**src/rtl/tictactoe_game_ctrl_pkg.sv**
```systemverilog
// Shared definitions for the tic-tac-toe turn controller:
// FSM states, player and winner codes, and the eight winning-line masks.
package tictactoe_game_ctrl_pkg;

    typedef enum logic [1:0] {
        ST_PLAY  = 2'd0,
        ST_CHECK = 2'd1,
        ST_WIN   = 2'd2,
        ST_DRAW  = 2'd3
    } state_e;

    localparam logic PLAYER_X = 1'b0;
    localparam logic PLAYER_O = 1'b1;

    localparam logic [1:0] WINNER_NONE = 2'b00;
    localparam logic [1:0] WINNER_X    = 2'b01;
    localparam logic [1:0] WINNER_O    = 2'b10;
    localparam logic [1:0] WINNER_DRAW = 2'b11;

    // Index order is the tie-break priority: rows, columns, diagonals.
    localparam logic [8:0] WIN_LINE0 = 9'h007;
    localparam logic [8:0] WIN_LINE1 = 9'h038;
    localparam logic [8:0] WIN_LINE2 = 9'h1C0;
    localparam logic [8:0] WIN_LINE3 = 9'h049;
    localparam logic [8:0] WIN_LINE4 = 9'h092;
    localparam logic [8:0] WIN_LINE5 = 9'h124;
    localparam logic [8:0] WIN_LINE6 = 9'h111;
    localparam logic [8:0] WIN_LINE7 = 9'h054;

    localparam logic [7:0][8:0] WIN_LINES = {
        WIN_LINE7, WIN_LINE6, WIN_LINE5, WIN_LINE4,
        WIN_LINE3, WIN_LINE2, WIN_LINE1, WIN_LINE0
    };

endpackage

```
**src/rtl/tictactoe_win_detect.sv**
```systemverilog
// Combinational three-in-a-row detector for one player's grid.
// Reports the lowest-indexed completed line when several are complete.
module tictactoe_win_detect
    import tictactoe_game_ctrl_pkg::*;
(
    input  logic [8:0] grid,
    output logic       win,
    output logic [8:0] line
);

    always_comb begin
        win  = 1'b0;
        line = 9'h000;
        // Walk from lowest priority up so the highest priority match wins.
        for (int i = 7; i >= 0; i--) begin
            if ((grid & WIN_LINES[i]) == WIN_LINES[i]) begin
                win  = 1'b1;
                line = WIN_LINES[i];
            end
        end
    end

endmodule

```
**src/rtl/tictactoe_game_ctrl.sv**
```systemverilog
// Turn sequencer for the shared 3x3 board: commits moves, enforces the
// per-move timer, detects win/draw and alternates the starting player.
module tictactoe_game_ctrl
    import tictactoe_game_ctrl_pkg::*;
#(
    parameter int MOVE_TIMEOUT = 50_000_000,
    parameter int TMR_W        = 26
) (
    input  logic       CLOCK,
    input  logic       reset_in,
    input  logic [3:0] cell_cursor,
    input  logic       cell_enter,
    input  logic       new_game,
    output logic [8:0] grid_x,
    output logic [8:0] grid_o,
    output logic [8:0] grid_state_marked,
    output logic       turn,
    output logic       game_over,
    output logic [1:0] winner,
    output logic [8:0] win_line,
    output logic [3:0] move_count,
    output logic       illegal_move,
    output logic       move_timeout
);

    localparam logic [TMR_W-1:0] TMR_LAST = TMR_W'(MOVE_TIMEOUT - 1);
    localparam logic             TMR_ON   = (MOVE_TIMEOUT != 0);

    state_e           state_q, state_d;
    logic [8:0]       grid_x_q, grid_x_d;
    logic [8:0]       grid_o_q, grid_o_d;
    logic             turn_q, turn_d;
    logic             start_q, start_d;
    logic [3:0]       count_q, count_d;
    logic [TMR_W-1:0] timer_q, timer_d;
    logic [1:0]       winner_q, winner_d;
    logic [8:0]       line_q, line_d;
    logic             over_q, over_d;
    logic             illegal_q, illegal_d;
    logic             tout_q, tout_d;

    logic [8:0]  marked;
    logic [15:0] occ;
    logic [8:0]  mover_grid;
    logic [8:0]  cell_bit;
    logic        cursor_ok;
    logic        cell_free;
    logic        legal;
    logic        expire;
    logic        det_win;
    logic [8:0]  det_line;

    assign marked     = grid_x_q | grid_o_q;
    assign occ        = {7'b0, marked};
    assign cursor_ok  = (cell_cursor <= 4'd8);
    assign cell_free  = ~occ[cell_cursor];
    assign cell_bit   = 9'b1 << cell_cursor;
    assign legal      = cell_enter && cursor_ok && cell_free;
    assign expire     = TMR_ON && (timer_q == TMR_LAST);
    assign mover_grid = (turn_q == PLAYER_O) ? grid_o_q : grid_x_q;

    tictactoe_win_detect u_win_detect (
        .grid (mover_grid),
        .win  (det_win),
        .line (det_line)
    );

    always_comb begin
        state_d   = state_q;
        grid_x_d  = grid_x_q;
        grid_o_d  = grid_o_q;
        turn_d    = turn_q;
        start_d   = start_q;
        count_d   = count_q;
        timer_d   = timer_q;
        winner_d  = winner_q;
        line_d    = line_q;
        illegal_d = 1'b0;
        tout_d    = 1'b0;

        if (new_game) begin
            state_d  = ST_PLAY;
            grid_x_d = 9'h000;
            grid_o_d = 9'h000;
            count_d  = 4'd0;
            timer_d  = '0;
            winner_d = WINNER_NONE;
            line_d   = 9'h000;
            turn_d   = ~start_q;
            start_d  = ~start_q;
        end else begin
            unique case (state_q)
                ST_PLAY: begin
                    if (legal) begin
                        if (turn_q == PLAYER_O) grid_o_d = grid_o_q | cell_bit;
                        else                    grid_x_d = grid_x_q | cell_bit;
                        count_d = count_q + 4'd1;
                        timer_d = '0;
                        state_d = ST_CHECK;
                    end else begin
                        illegal_d = cell_enter;
                        if (expire) begin
                            turn_d  = ~turn_q;
                            timer_d = '0;
                            tout_d  = 1'b1;
                        end else if (TMR_ON) begin
                            timer_d = timer_q + TMR_W'(1);
                        end
                    end
                end
                ST_CHECK: begin
                    if (det_win) begin
                        state_d  = ST_WIN;
                        winner_d = (turn_q == PLAYER_O) ? WINNER_O : WINNER_X;
                        line_d   = det_line;
                    end else if (count_q == 4'd9) begin
                        state_d  = ST_DRAW;
                        winner_d = WINNER_DRAW;
                    end else begin
                        turn_d  = ~turn_q;
                        state_d = ST_PLAY;
                    end
                end
                ST_WIN, ST_DRAW: timer_d = '0;
                default: state_d = ST_PLAY;
            endcase
        end

        over_d = (state_d == ST_WIN) || (state_d == ST_DRAW);
    end

    always_ff @(posedge CLOCK) begin
        if (reset_in) begin
            state_q   <= ST_PLAY;
            grid_x_q  <= 9'h000;
            grid_o_q  <= 9'h000;
            turn_q    <= PLAYER_X;
            start_q   <= PLAYER_X;
            count_q   <= 4'd0;
            timer_q   <= '0;
            winner_q  <= WINNER_NONE;
            line_q    <= 9'h000;
            over_q    <= 1'b0;
            illegal_q <= 1'b0;
            tout_q    <= 1'b0;
        end else begin
            state_q   <= state_d;
            grid_x_q  <= grid_x_d;
            grid_o_q  <= grid_o_d;
            turn_q    <= turn_d;
            start_q   <= start_d;
            count_q   <= count_d;
            timer_q   <= timer_d;
            winner_q  <= winner_d;
            line_q    <= line_d;
            over_q    <= over_d;
            illegal_q <= illegal_d;
            tout_q    <= tout_d;
        end
    end

    assign grid_x            = grid_x_q;
    assign grid_o            = grid_o_q;
    assign grid_state_marked = marked;
    assign turn              = turn_q;
    assign game_over         = over_q;
    assign winner            = winner_q;
    assign win_line          = line_q;
    assign move_count        = count_q;
    assign illegal_move      = illegal_q;
    assign move_timeout      = tout_q;

endmodule
```
**config.mk**
```make
export PLATFORM = sky130hd
export DESIGN_NAME = tictactoe_game_ctrl
export DESIGN_NICKNAME = d
export VERILOG_FILES = /design/src/rtl/tictactoe_game_ctrl_pkg.sv /design/src/rtl/tictactoe_win_detect.sv /design/src/rtl/tictactoe_game_ctrl.sv
export SDC_FILE = /design/constraint.sdc
export NUM_CORES = 1
export LEC_CHECK = 0
export ABC_AREA = 1
export CORE_MARGIN = 1.5
export CORE_UTILIZATION = 35
export DETAILED_ROUTE_END_ITERATION = 6
export HOLD_SLACK_MARGIN = 0.06
export PLACE_DENSITY = 0.63
export SLEW_MARGIN = 15
export SYNTH_ARGS = -nofsm -noshare
export SYNTH_HDL_FRONTEND = slang
export SYNTH_SLANG_ARGS = --single-unit
```
**constraint.sdc**
```tcl
create_clock -name CLOCK -period 2.4 [get_ports CLOCK]
set_clock_uncertainty 0.1 [all_clocks]
set_input_delay 0.48 -clock CLOCK [delete_from_list [all_inputs] [get_ports CLOCK]]
set_output_delay 0.48 -clock CLOCK [all_outputs]
set_load 0.05 [all_outputs]
```
==> commit_impl_results.txt, run 1 <==
Refresh implementation metrics

- Sequential cells consume a total of 1.11 mW.
* Worst hold slack: between 300 and 400 ps
- Mean instance size in the synthesized netlist: 6.65 um^2
* Status: finished clean
- The critical path is of the reg2out type.
- For this sky-water flow run, the detailed-routed wirelength per cell is reported as 14.1 um.
- Entering global routing, the biggest net connects 29 pins.
- The placement summary gives the final routability congestion estimate as between 0.9 and 1.
- Unique masters post-synth: 38
* Fin crit period: ~2300 ps
- Synthesized cell area: about 3700 um^2
* Most flops, register: timer_q
- For reference, compound AND-OR and OR-AND cells occupy between 10% and 20% of the area reported after synthesis.
* Flip-flop count of the largest register, all copies and words added: 26
- The global route stage reports its total congestion overflow as 0.
- Via count of the first global-routing pass: between 3000 and 4000
- Along the worst path, the maximum fanout reaches 3.
* Setup-violating endpoint count in the final report: 0
- Synth Net Count: 567
- Critical path data required time: 1820 ps
- # hold bufs at CTS: 0
* Multiplexer share: 0%
- Max_slew headroom: 64.9%
- met2 is the most crowded layer.
- The final antenna diode tally reported by the flow is 0.
- Max Cap Violations: 0
- After the last flow step, the layout net total stands at between 600 and 700.
- Looking at the reg2reg group, the worst path ends at timer_q[1]$_SDFFE_PP0P_.
* Worst min path class: reg2reg
- Sum of negative setup slack: 0 ps
- Gate Count Post-Synth: 556
- GR Layer Usage met1: ~25%
* Met1 wire length: between 4 and 5 mm
- Among logic cells in the layout, the one with the most instances is nand2_1.
- Beginning of the worst register-to-register path: timer_q[0]$_SDFFE_PP0P_
- Vias after detailed routing: slightly below 4000
* Vias per cell: just over 5
- The final report gives the core utilization as 46.0%.
- The wire length recorded after detailed routing is between 10 and 15 mm.
* Register-to-register setup slack: around 130 ps
- At the pin with the least slew margin, the transition time is ~520 ps.
- Number of buffers inserted to repair setup after CTS: 0
- Combinational gate area: 2060 um^2
- The floorplan has 37 rows.
- Share of cells above drive strength 1: between 10 and 15%
- Worst hold start: start_q$_SDFFE_PP0P_
- Per the cell usage report, the commonest logic cells after layout are nand2_1, dfxtp_1, inv_1.
* Combinational Power: roughly 190 uW
- For this design the top-level I/O count stands at roughly 54.
- Met3 Routed Length: 557 um
* Sum of met2 wire segment lengths after detailed routing: 5.17 mm
* Max-area cell share: between 30% and 40%
- Switching power: around 570 uW
- Final Max Slew Viols: 0
- At the floorplan stage, the core utilization is reported as roughly 36%.
- Dominant kind of combinational cell: simple AND/OR/NAND/NOR gates
- Placed cell areas: 4480 um^2
* Worst path arrival time: around 1700 ps
- The synthesis report lists the most area-consuming cells as dfxtp_1, nand2_1, inv_1.
- Share of the synthesized netlist area taken by xor and xnor gates: under 10%
* Number of antenna violations at the first check in global routing: 0
* Fill cell instance count of the final layout: about 1100
- First-pass GRT wire length: around 18 mm
- Clock latency on the worst-skew pair: approximately 350 ps
- STA on the placed design reports a worst setup slack of -529 ps.
- Global routing used between 10% and 20% of the available tracks across all layers.
- Power density over the cells: about 490 nW/um^2
- Final ANT Viol Nets: 0
- Clock tree root driver cell: clkbuf_8
- The final critical path takes up ~96% of the cycle.
- Total number of warnings across the stage logs: 27
* Chip Area: 11200 um^2
* Top Consumer: sequential cells
* Count of instantiated cells in the yosys netlist: ~560
* Synthesis warning total: 0
- H-Tree Depth: 3
- Of the total power, the share spent switching nets is approximately a quarter.
- Depth of the worst register-to-register path: 12
* Nature of the critical path endpoint: output port
- Global routing consumed, on the met2 layer, roughly 33% of the routing resources.
- Total placed cells including tap cells: between 700 and 800
- Sum of internal, switching and leakage power: around 2.3 mW
- Share of power burned in registers: between 40% and 50%
- Across the whole layout, storage elements account for 1320 um^2.
- The synthesized design spends more area on one cell type than any other, namely dfxtp_1.
## run 1: worst max-delay path, cell delays in order (launching register included)
cell and delay, ps:
dfxtp_1 370, inv_1 70, nand2_1 120, clkdlybuf4s50_1 830
## run 1: final cells by class
type	count	share of cell area, %
inverters	70	5.63
well taps	136	3.60
multi-input cells	405	43.6
clock inverters	2	0.741
repair buffers	73	14.9
clock buffers	13	3.57
flip-flops and latches	66	27.9
## run 1: Yosys cell counts, drive strengths merged
cell type,count
dfxtp,66
nand3b,3
a21oi,39
nand3,48
buf,8
inv,70
xor2,6
nand2,132
ha,3
o211a,1
clkbuf,7
a211oi,1
nor2,69
o22ai,2
o31ai,1
or2,4
nor4,3
xnor2,1
a31oi,11
o211ai,4
and2,1
o21ai,40
nor3,21
nand4,15
Run 1, clock nets:
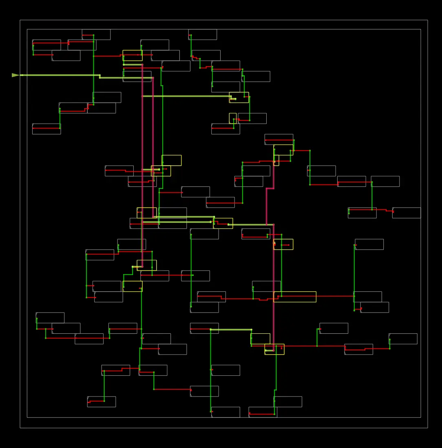
clock tree buffer count of the final layout: 13
Clk. pwr: 998 uW
number of clock sinks seen by CTS: 66

Run 1, PDN straps and rails:
Pins as bars on the die edge.
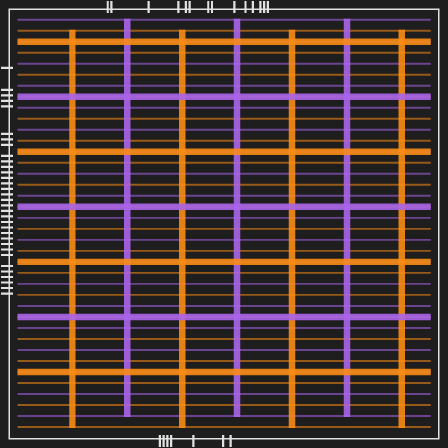
| color | net |
|---|---|
| purple | VDD |
| orange | VSS |
met4 straps: 7
signal pins: 54
Peak supply drop: 0.304 mV
standard cell core area: 10300 um^2
chip height: 106 um
horizontal die dimension: 106 um

Run 1, signal wires on met1:
Supply wires on this layer in gray.
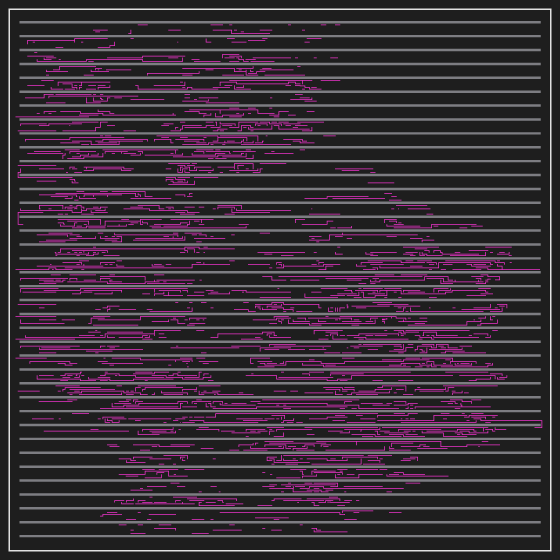
nets with wire on the layer: 599
wire length on this layer: 4860 um
share of all routed wire: 45%
main direction: horizontal

==> run 1 -> run 2 <==
Settings changed: TNS_END_PERCENT from default to 5.
Run 2, register map, names as in the netlist:
Other sequential cells in the stronger gray, the rest of the logic in the fainter gray.
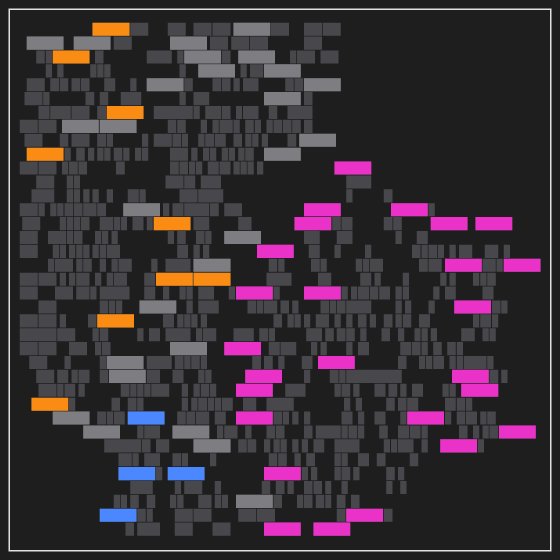
| color | netlist name | placed flops |
|---|---|---|
| orange | grid_x | 9 |
| blue | move_count | 4 |
| magenta | timer_q | 26 |
not colored: 27

==> run 2 against run 1 <==
Effect of this change: final cell count shrank 0.13%; sequential power hardly changed; worst setup slack lost 1.2 ps; largest cell class unchanged; largest power group unchanged.
==> commit_impl_results.txt, run 2 <==
Refresh implementation metrics

* Standard cell core area: 10300 um^2 (unchanged)
- The count of boundary I/O pins came to 54 (unchanged).
- The worst hold slack came to 361 ps (was 362 ps).
- Area taken by flip-flops and latches: 1320 um^2 (unchanged)
* Area contributors post-synth: dfxtp_1, nand2_1, inv_1 (unchanged)
- Peak supply drop: 0.303 mV (was 0.304 mV)
* Max Cap Violations: 0 (unchanged)
- Synthesis warning total: 0 (unchanged)
- The horizontal die size is 106 um (unchanged).
* Post-Synth AOI/OAI Area: 15.4% (unchanged)
* Combinational gate area: 2060 um^2 (about the same)
* Most flops, register: timer_q (unchanged)
- The number of placement rows was 37 (unchanged).
- Most common cell after layout, fill and taps aside: nand2_1 (unchanged)
* Total number of warnings across the stage logs: 28 (was 27)
* Largest incremental delay on the critical path: 830 ps (about the same)
- The antenna violation net count after detailed routing came to 0 (unchanged).
- Critical path data required time: 1820 ps (about the same)
- The final design utilization was 45.9% (was 46.0%).
- The global placer's final weighted congestion came to 0.966 (unchanged).
- Clock tree buffer count of the final layout: 13 (unchanged)
- The most popular library cell in the synthesized design by count is nand2_1 (unchanged).
- Number of enable-type register cells in the synthesized netlist: 0 (unchanged)
- The cell taking the most area after synthesis is dfxtp_1 (unchanged).
* Fraction of area in clock buffers and inverters: 4.33% (was 4.31%)
* Placed cell areas: 4480 um^2 (unchanged)
* Status: finished clean (unchanged)
- The worst-path cell with the longest stage delay is clkdlybuf4s50_1 (unchanged).
- FFs w/ async S/R, synth: 0% (unchanged)
- Plain + repair buffers: 72 (was 73)
- The number of multi-input logic gates came to 405 (unchanged).
- Unique masters post-synth: 38 (unchanged)
* Fill cell instance count of the final layout: 1082 (was 1076)
- The number of buffer and inverter stages on the critical path is 2 (unchanged).
- The transition time at the pin with the least slew margin is 522 ps (about the same).
* Sum of negative setup slack: 0 ps (unchanged)
- The shortest period the worst path allows came to 2310 ps (about the same).
- The share of total power in sequential cells is 48.3% (about the same).
* Antenna diode count: 0 (unchanged)
- The core utilization at floorplan was 36.0% (unchanged).
- Multiplexer share: 0% (unchanged)
- The number of nets at floorplan came to 567 (unchanged).
* Count of instantiated cells in the yosys netlist: 556 (unchanged)
- Mean instance size in the synthesized netlist: 6.65 um^2 (unchanged)
- The path type of the worst min-delay path is reg2reg (unchanged).
- Post-detailed-routing wire length: 10.8 mm (about the same)
- The sequential cell count came to 66 (unchanged).
- The TritonCTS sink count is 66 (unchanged).
* Residual overflow from global routing: 0 (unchanged)
- Max-area cell share: 35.7% (unchanged)
* Vias per cell: 5.09 (was 5.12)
- The worst max-slew margin expressed relative to the limit came to 64.9% (about the same).
- Setup-violating endpoint count in the final report: 0 (unchanged)
- Total Nets Final: 635 (was 636)
* Total placed cells including tap cells: 749 (unchanged)
- The sequential share of cell area is 28.0% (was 27.9%).
- The total standard cell area after synthesis came to 3700 um^2 (unchanged).
* Top cells by count: nand2_1, inv_1, dfxtp_1, nor2_1, nand3_1 (unchanged)
- Tapcell Cnt: 136 (unchanged)
* # hold bufs at CTS: 0 (unchanged)
- The final max-slew violation count is 0 (unchanged).
* Number of antenna violations at the first check in global routing: 0 (unchanged)
- The number of instances in the synthesized netlist is 556 (unchanged).
- The net switching power figure was 567 uW (was 568 uW).
- Clk. pwr: 997 uW (was 998 uW)
run 2: cell counts after synthesis:
No cell type changed its count.
run 2: worst paths after layout:
kind                      startpoint                       to  slack [ps]  cells after the start
max           grid_o[1]$_SDFFE_PP0P_     grid_state_marked[1]          90                      3
max reg2reg  timer_q[0]$_SDFFE_PP0P_  timer_q[1]$_SDFFE_PP0P_         140                     12
min reg2reg     start_q$_SDFFE_PP0P_     start_q$_SDFFE_PP0P_         360                      2
min             start_q$_SDFFE_PP0P_     start_q$_SDFFE_PP0P_         360                      2
run 2: metal layers:
layer | routed length (um) | vias up | global-route usage [%]
li1 | - | 1975 | -
met1 | 4890 | 1778 | 25.1
met2 | 5120 | 119 | 33.3
met3 | 564 | 18 | 3.40
met4 | 191 | 0 | 7.63
met5 | 0 | - | 0
==> run 2 -> run 3 <==
Settings changed: ABC_AREA 1 to default.
Run 3, clock nets:
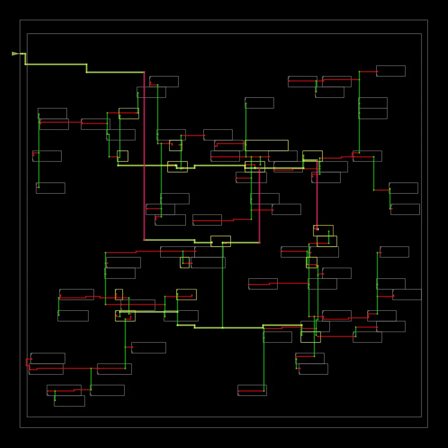
Clk. pwr: 965 uW
number of CTS-inserted buffers: 9
clock tree buffer count of the final layout: 10

==> run 3 against run 2 <==
Effect of this change: critical path depth grew 4; first-iteration DRC count fell by 1.7%; via count fell by 5.3%; die size fell by 3.0%; synthesized cell count fell by 17%; sequential power barely moved; worst setup slack got worse by 9.4 ps; power grew 0.12%.
==> commit_impl_results.txt, run 3 <==
Refresh implementation metrics

* Worst hold start: win_line[4]$_SDFFE_PP0P_ (was start_q$_SDFFE_PP0P_)
- Invs w/o clock: 21 (was 70)
* # hold bufs at CTS: 0 (unchanged)
- The total sequential power came to 1.11 mW (about the same).
* Share of power burned in registers: 48.2% (was 48.3%)
- The count of distinct cell types in the synthesized netlist came to 59 (was 38).
- The antenna cell count was 0 (unchanged).
- The most common library cell in the layout ignoring fill and taps is nor2_1 (was nand2_1).
- The global route total overflow is 0 (unchanged).
- The max-capacitance violation count came to 0 (unchanged).
- Critical Path, Cell by Cell: or2_4 > mux4_2 > a21bo_2 > or3b_4 > buf_12 > a31oi_1 > mux2i_1 (was inv_1 > nand2_1 > clkdlybuf4s50_1).
- The most instantiated flip-flop cell in the synthesis netlist is dfxtp_1 (unchanged).
- Total number of warnings across the stage logs: 28 (unchanged)
- The area enclosed by the die boundary is 10800 um^2 (was 11200 um^2).
- Count of multi-input gates: 347 (was 405)
- Status: finished clean (unchanged).
* Standard cell core area: 9860 um^2 (was 10300 um^2)
* Placer's final routability congestion estimate: 0.898 (was 0.966)
- Setup Crit Path Kind: reg2reg (was reg2out)
* Chip height: 104 um (was 106 um)
- The top cell class by occupied area is logic gates (unchanged).
* Nature of the critical path endpoint: register (was output port)
- Number of placement rows: 36 (was 37)
* Plain + repair buffers: 105 (was 72)
* Worst path arrival time: 2450 ps (was 1730 ps)
- Setup-violating endpoint count in the final report: 0 (unchanged)
- The top register by number of flip-flops is timer_q (unchanged).
- The worst-path cell with the longest stage delay was mux4_2 (was clkdlybuf4s50_1).
- The share of the synthesized area in the top cell type came to 36.9% (was 35.7%).
- The tally of yosys warning messages is 0 (unchanged).
- Cell taking the most area after synthesis: dfxtp_1 (unchanged)
- The initial antenna violation count is 0 (unchanged).
- Max_slew headroom: 65.6% (was 64.9%)
- Synthesized cell area: 3580 um^2 (was 3700 um^2)
* Number of enable-type register cells in the synthesized netlist: 0 (unchanged)
* Pin count of the biggest net entering global routing: 36 (was 29)
* Depth of the worst register-to-register path: 7 (was 12)
* Core Density at Floorplan: 36.3% (was 36.0%)
- The transition time at the pin with the least slew margin is 515 ps (was 522 ps).
- The CTS root buffer was clkbuf_8 (unchanged).
- GRT Total Usage: 19.6% (was 19.8%)
- The number of nets at floorplan came to 470 (was 567).
* Area taken by flip-flops and latches: 1370 um^2 (was 1320 um^2)
- Depth of the worst hold-timing path: 2 (unchanged)
* Proportion of cell area occupied by multi-input gates: 43.2% (was 43.6%)
- The instance area after placement came to 4660 um^2 (was 4480 um^2).
- Top Consumer: sequential cells (unchanged)
- The most popular library cell in the synthesized design by count was dfxtp_1 (was nand2_1).
- The per-cell routed wire length is 14.9 um (was 14.1 um).
* Fraction of area in clock buffers and inverters: 4.14% (was 4.33%)
- The share of final layout cell area taken by non-clock buffers came to 19.6% (was 14.8%).
- The total power divided by cell area was 469 nW/um^2 (was 486 nW/um^2).
- The sequential share of cell area was 28.0% (about the same).
- The count of boundary I/O pins was 54 (unchanged).
- The depth of the CTS H-tree came to 3 (unchanged).
- The startpoint of the worst setup timing path is grid_o[5]$_SDFFE_PP0P_ (was grid_o[1]$_SDFFE_PP0P_).
- The number of flip-flops in the largest register was 26 (unchanged).
* Capturing instance or port of the critical path: timer_q[18]$_SDFFE_PP0P_ (was grid_state_marked[1])
- The ratio of final minimum period to clock period came to 96.8% (was 96.4%).
- The share of final-layout standard cells stronger than drive strength 1 came to 21.4% (was 11.9%).
- Switching power: 603 uW (was 567 uW)
- The delay of the slowest cell on the worst path was 460 ps (was 830 ps).
- FFs w/ async S/R, synth: 0% (unchanged)
- Horizontal die dimension: 104 um (was 106 um)
* Gate Count Post-Synth: 459 (was 556)
* Via count of the first global-routing pass: 3659 (was 3639)
* Fill cell instance count of the final layout: 961 (was 1082)
- Area contributors post-synth: dfxtp_1, nor2_1, nand3_1 (was dfxtp_1, nand2_1, inv_1).
- The clock latency reported for the late side of the worst-skew pair was 360 ps (was 350 ps).
* Vias per cell: 5.36 (was 5.09)
* Number of buffers inserted to repair setup after CTS: 0 (unchanged)
- The worst hold slack is 361 ps (about the same).
- Beginning of the worst register-to-register path: grid_o[5]$_SDFFE_PP0P_ (was timer_q[0]$_SDFFE_PP0P_)
* Mean instance size in the synthesized netlist: 7.80 um^2 (was 6.65 um^2)
- The accumulated negative setup slack was 0 ps (unchanged).
- Tapcell Cnt: 133 (was 136)
run 3: cell families after synthesis:
| group | Yosys count | share of synthesized area, % |
|---|---|---|
| simple gates | 224 | 32.1 |
| compound gates | 94 | 16.6 |
| flops | 66 | 36.9 |
| buf+inv | 46 | 5.66 |
| mux | 16 | 5.24 |
| xor+xnor | 10 | 2.45 |
| fa+ha+maj | 3 | 1.05 |
run 3: metal layers:
metal / global-route usage [%] / vias to the layer above / routed length, um
li1: - / 1840 / -
met1: 23.2 / 1741 / 4460
met2: 34.6 / 94 / 5190
met3: 4.89 / 10 / 482
met4: 6.45 / 0 / 119
met5: 0 / - / 0
run 3: critical path, delay by kind of cell, from the launching register on:
family	cells	cell delay [ps]
and+or+nand+nor	2	640
DFF	1	340
muxes	2	560
AOI/OAI and AO/OA	2	360
buffers and inverters	1	180
Power figures rest on the tool's default switching activity, not on a simulated workload.
